`src/rtl/fifo_write_ctrl.sv`:
```
// -----------------------------------------------------------------------------
// fifo_write_ctrl
//
// Write-side front end for an asynchronous FIFO. Upstream words enter through
// a 2-entry in-order skid buffer. The buffer drains into the FIFO whenever it
// holds a word and the FIFO is not full.
//
// Optional feature macro: FIFO_WR_STATS_EN. When it is defined, the block gains
// the parameter STAT_SIZE and two statistics outputs:
//   wr_count    - FIFO writes, wraps modulo 2^STAT_SIZE
//   stall_count - cycles with buffered data blocked by full, saturates
//
// Ports:
//   wclk        in   write-domain clock, rising edge
//   w_rst       in   synchronous active-high reset, wins over flush
//   flush       in   synchronous discard of buffered words
//   s_valid     in   upstream word valid
//   s_data      in   upstream word [DATA_SIZE]
//   s_ready     out  registered; a word is accepted when s_valid & s_ready
//   full        in   registered FIFO-full flag
//   w_en        out  FIFO write enable, (buf_cnt != 0) & ~full
//   w_data      out  oldest buffered word, valid while w_en is high
//   buf_cnt     out  skid-buffer occupancy 0..2; this is the FSM state
//   wr_count    out  [STAT_SIZE] (FIFO_WR_STATS_EN only)
//   stall_count out  [STAT_SIZE] (FIFO_WR_STATS_EN only)
//
// Handshake: a word moves on the upstream side when s_valid and s_ready are
// both high at a wclk edge. s_ready never depends on s_valid in the same cycle.
// w_en is a pure write strobe. The FIFO cannot refuse a write while full is low.
// -----------------------------------------------------------------------------
module fifo_write_ctrl #(
  parameter int DATA_SIZE = 8
`ifdef FIFO_WR_STATS_EN
  , parameter int STAT_SIZE = 16
`endif
) (
  input  logic                 wclk,
  input  logic                 w_rst,
  input  logic                 flush,
  input  logic                 s_valid,
  input  logic [DATA_SIZE-1:0] s_data,
  output logic                 s_ready,
  input  logic                 full,
  output logic                 w_en,
  output logic [DATA_SIZE-1:0] w_data,
  output logic [1:0]           buf_cnt
`ifdef FIFO_WR_STATS_EN
  , output logic [STAT_SIZE-1:0] wr_count
  , output logic [STAT_SIZE-1:0] stall_count
`endif
);

  typedef enum logic [1:0] {
    EMPTY = 2'd0,
    ONE   = 2'd1,
    TWO   = 2'd2
  } occ_e;

  occ_e                 occ_q, occ_d;
  logic                 s_ready_q;
  // mem0 always holds the oldest word and mem1 the younger one.
  logic [DATA_SIZE-1:0] mem0_q, mem0_d;
  logic [DATA_SIZE-1:0] mem1_q, mem1_d;
  logic                 accept;
  logic                 drain;

  assign accept  = s_valid & s_ready_q;
  assign drain   = (occ_q != EMPTY) & ~full;
  assign w_en    = drain;
  assign w_data  = mem0_q;
  assign s_ready = s_ready_q;
  assign buf_cnt = occ_q;

  always_comb begin
    occ_d  = occ_q;
    mem0_d = mem0_q;
    mem1_d = mem1_q;
    if (flush) begin
      // The write strobe this cycle still goes out. Only the buffer is cleared.
      occ_d = EMPTY;
    end else begin
      case (occ_q)
        EMPTY: begin
          if (accept) begin
            mem0_d = s_data;
            occ_d  = ONE;
          end
        end
        ONE: begin
          case ({accept, drain})
            // The head leaves on w_data now, and the new word becomes the head.
            2'b11: mem0_d = s_data;
            2'b10: begin
              mem1_d = s_data;
              occ_d  = TWO;
            end
            2'b01: occ_d = EMPTY;
            default: occ_d = occ_q;
          endcase
        end
        TWO: begin
          // s_ready is low here, so the only possible move is a drain.
          if (drain) begin
            mem0_d = mem1_q;
            occ_d  = ONE;
          end
        end
        default: occ_d = EMPTY;
      endcase
    end
  end

  always_ff @(posedge wclk) begin
    if (w_rst) begin
      occ_q     <= EMPTY;
      s_ready_q <= 1'b0;
    end else begin
      occ_q     <= occ_d;
      // s_ready looks ahead one cycle, so a word is never offered into a full buffer.
      s_ready_q <= (occ_d != TWO);
    end
    // The storage needs no reset. It is only read while occupancy is nonzero.
    mem0_q <= mem0_d;
    mem1_q <= mem1_d;
  end

`ifdef FIFO_WR_STATS_EN
  logic [STAT_SIZE-1:0] wr_count_q;
  logic [STAT_SIZE-1:0] stall_count_q;

  always_ff @(posedge wclk) begin
    if (w_rst) begin
      wr_count_q    <= '0;
      stall_count_q <= '0;
    end else begin
      if (w_en) begin
        wr_count_q <= wr_count_q + STAT_SIZE'(1);
      end
      if ((occ_q != EMPTY) && full && (stall_count_q != '1)) begin
        stall_count_q <= stall_count_q + STAT_SIZE'(1);
      end
    end
  end

  assign wr_count    = wr_count_q;
  assign stall_count = stall_count_q;
`endif

endmodule

```
`config.mk`:
```
export PLATFORM = sky130hd
export DESIGN_NAME = fifo_write_ctrl
export DESIGN_NICKNAME = d
export VERILOG_FILES = /design/src/rtl/fifo_write_ctrl.sv
export SDC_FILE = /design/constraint.sdc
export NUM_CORES = 1
export LEC_CHECK = 0
export CAP_MARGIN = 30
export CORE_MARGIN = 4
export CORE_UTILIZATION = 40
export DETAILED_ROUTE_END_ITERATION = 16
export PLACE_DENSITY = 0.73
export SLEW_MARGIN = 20
export SYNTH_ARGS = -nofsm -noshare
export SYNTH_HDL_FRONTEND = slang
export SYNTH_SLANG_ARGS = --single-unit
export TNS_END_PERCENT = 1
```
`constraint.sdc`:
```
create_clock -name wclk -period 2 [get_ports wclk]
set_input_delay 0.3 -clock wclk [delete_from_list [all_inputs] [get_ports wclk]]
set_output_delay 0.3 -clock wclk [all_outputs]
set_load 0.05 [all_outputs]
```
==> results.rst <==
Synthesis and place-and-route
=============================

.. list-table::
   :header-rows: 1

   * - Metric
     - Value
   * - Post-Layout Cell Count
     - 107
   * - Post-synth top flop
     - sky130_fd_sc_hd__edfxtp_1
   * - Comb_multi_in
     - 29
   * - Worst-path cell chain
     - clkdlybuf4s50_1, or2_2, clkinvlp_4, ha_1, nand2_1, a21o_1, a21oi_4
   * - Layout cell share with drive strength beyond 1
     - 30.49%
   * - Buf/Inv on CP
     - 2
   * - Initial antenna violation count
     - 0
   * - XORs/XNORs by Area
     - 0%
   * - Data required time at the worst endpoint
     - 1.97 ns
   * - Reported net switching power
     - 153.2 uW
   * - Power density over the cells
     - 619.6 mW/mm^2
   * - Warnings from Yosys
     - 0
   * - Combinational Power
     - 96.4 uW
   * - Worst Setup End Kind
     - flip-flop
   * - Achievable Freq
     - 539.8 MHz
   * - Top logic cell family in the synthesized netlist
     - multiplexers
   * - Post-synthesis chip area from yosys
     - 792.0 um^2
   * - Routing layer with the top usage in global route
     - met2
   * - Ratio of routed vias to standard cells
     - 4.748
   * - Top sig layer
     - met4
   * - Worst Slack Setup Final
     - 0.1476 ns
   * - Wire length per cell
     - 13.30 um
   * - Setup TNS
     - 0 ns
   * - Endpoint of the worst hold path
     - w_data[2]
   * - Final Slew Violations
     - 0
   * - Resize count post-CTS
     - 0
   * - Number of tap instances
     - 25
   * - Cell accounting for the most synthesized area
     - sky130_fd_sc_hd__edfxtp_1
   * - Peak supply drop
     - 0.5890 mV
   * - 1st-pass router iterations
     - 3
   * - Std cell rows
     - 15
   * - Slew margin rel.
     - 55.04%
   * - Number of hold violations in the final report
     - 0
   * - Critical R2R Capture
     - w_data[2]
   * - Flop Count
     - 19
   * - Capturing element of the worst setup path
     - w_data[2]
   * - Crit path kind
     - in -> reg
   * - Element type at the critical path start
     - primary input
   * - Sequential power
     - 438 uW
   * - Top-area cell share
     - 60.66%
   * - Number of cells produced by synthesis
     - 50
   * - Result of the run
     - finished clean
   * - Met3 layer wire length in the routed design
     - 96 um
   * - Logic area
     - 252.7 um^2
   * - TritonCTS clock tree
     - yes
   * - Biggest fanout along the worst timing path
     - 8
   * - Final non-filler cell area
     - 0.001154 mm^2
   * - Antenna viol nets, final
     - 0
   * - Overall die height
     - 52.50 um
   * - Sequential portion of the cell area
     - 47.51%
   * - Measured slew at the worst slew-check pin
     - 0.6707 ns
   * - Critical register-to-register path startpoint
     - buf_cnt[1]
   * - Critical Path AT
     - 1.83 ns
   * - Buffer depth of the longest clock path
     - 2
   * - Grt met1 use
     - 13.69%
   * - Area fraction in and, or, nand and nor cells
     - 10.58%
   * - WL met1
     - 605 um
   * - GR Util met3
     - 5.128%
   * - Most common library cell in the layout ignoring fill and taps
     - sky130_fd_sc_hd__clkdlybuf4s50_1
   * - Horiz. Die Dim
     - 52.50 um
   * - Slowest CP cell
     - sky130_fd_sc_hd__clkdlybuf4s50_1
   * - Final cell utilization of the core
     - 64.03%
   * - Reg clk slew, reported paths
     - 0.09 ns
   * - Flops & latches, synth
     - 19
   * - Most instantiated logic cells after routing
     - sky130_fd_sc_hd__clkdlybuf4s50_1 (23), sky130_fd_sc_hd__edfxtp_1 (16), sky130_fd_sc_hd__mux2_2 (8)
   * - Number of inserted diodes
     - 0
   * - Internal power
     - 561.6 uW
   * - Wire length of the first global-routing pass
     - 2387 um
   * - Portion of the layout cell area used by clock cells
     - 2.278%
   * - Ys cells
     - 50
   * - Largest clock skew in the final design
     - 0.0007965 ns
   * - Register share of total power
     - 61.3%
   * - GR Util All Layers
     - 12.24%
   * - Async set-or-reset flop fraction in the synthesized netlist
     - 0%
   * - Static leakage power
     - 0.0003958 uW
   * - Clk pwr
     - 181 uW
   * - Number of top-level pins
     - 25
   * - Post-synth seq share
     - 68.25%
   * - Top cells by area, synth
     - sky130_fd_sc_hd__edfxtp_1 (61%), sky130_fd_sc_hd__mux2_2 (11%), sky130_fd_sc_hd__dfxtp_1 (7.6%)
   * - Non-clock buffering overhead
     - 24.95%
   * - Place WS
     - -0.1706 ns
   * - Post-synthesis mux area share
     - 11.37%
   * - Port Buffer Count
     - 24
   * - DP Area
     - 0.001127 mm^2
   * - Logic gate fraction of the total cell area
     - 21.91%
   * - Largest power group
     - registers
   * - Min-delay worst type
     - reg -> reg
   * - Count of inverters not on the clock network in the layout
     - 1
   * - Root buf cell
     - sky130_fd_sc_hd__clkbuf_4
   * - Total standard cell area after synthesis
     - 792.0 um^2
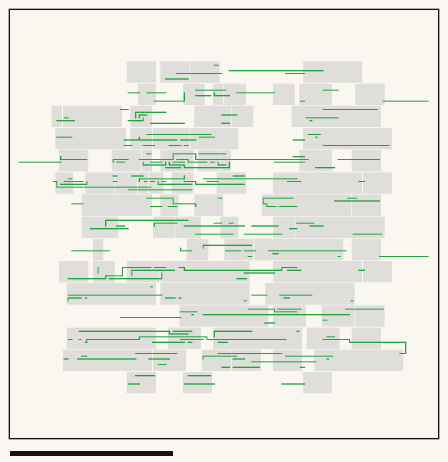
(M1 wires)
The bar under the picture is 20 um long.
85 nets have wire on it. The layer carries 605 um of wire. The longest straight run is 17.9 um. The layer holds 43% of the routed length.

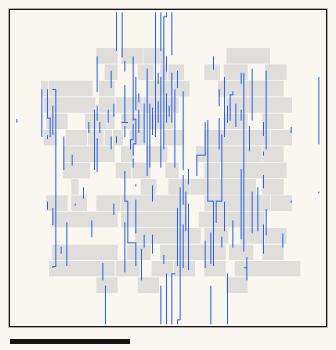
(metal 2)
The bar under the picture is 20 um long.
The wires run mostly vertical. The layer holds 50% of the routed length. The longest straight run is 29.6 um. 86 nets have wire on it.

No activity file was given, so power comes from the tool's default toggle rates.
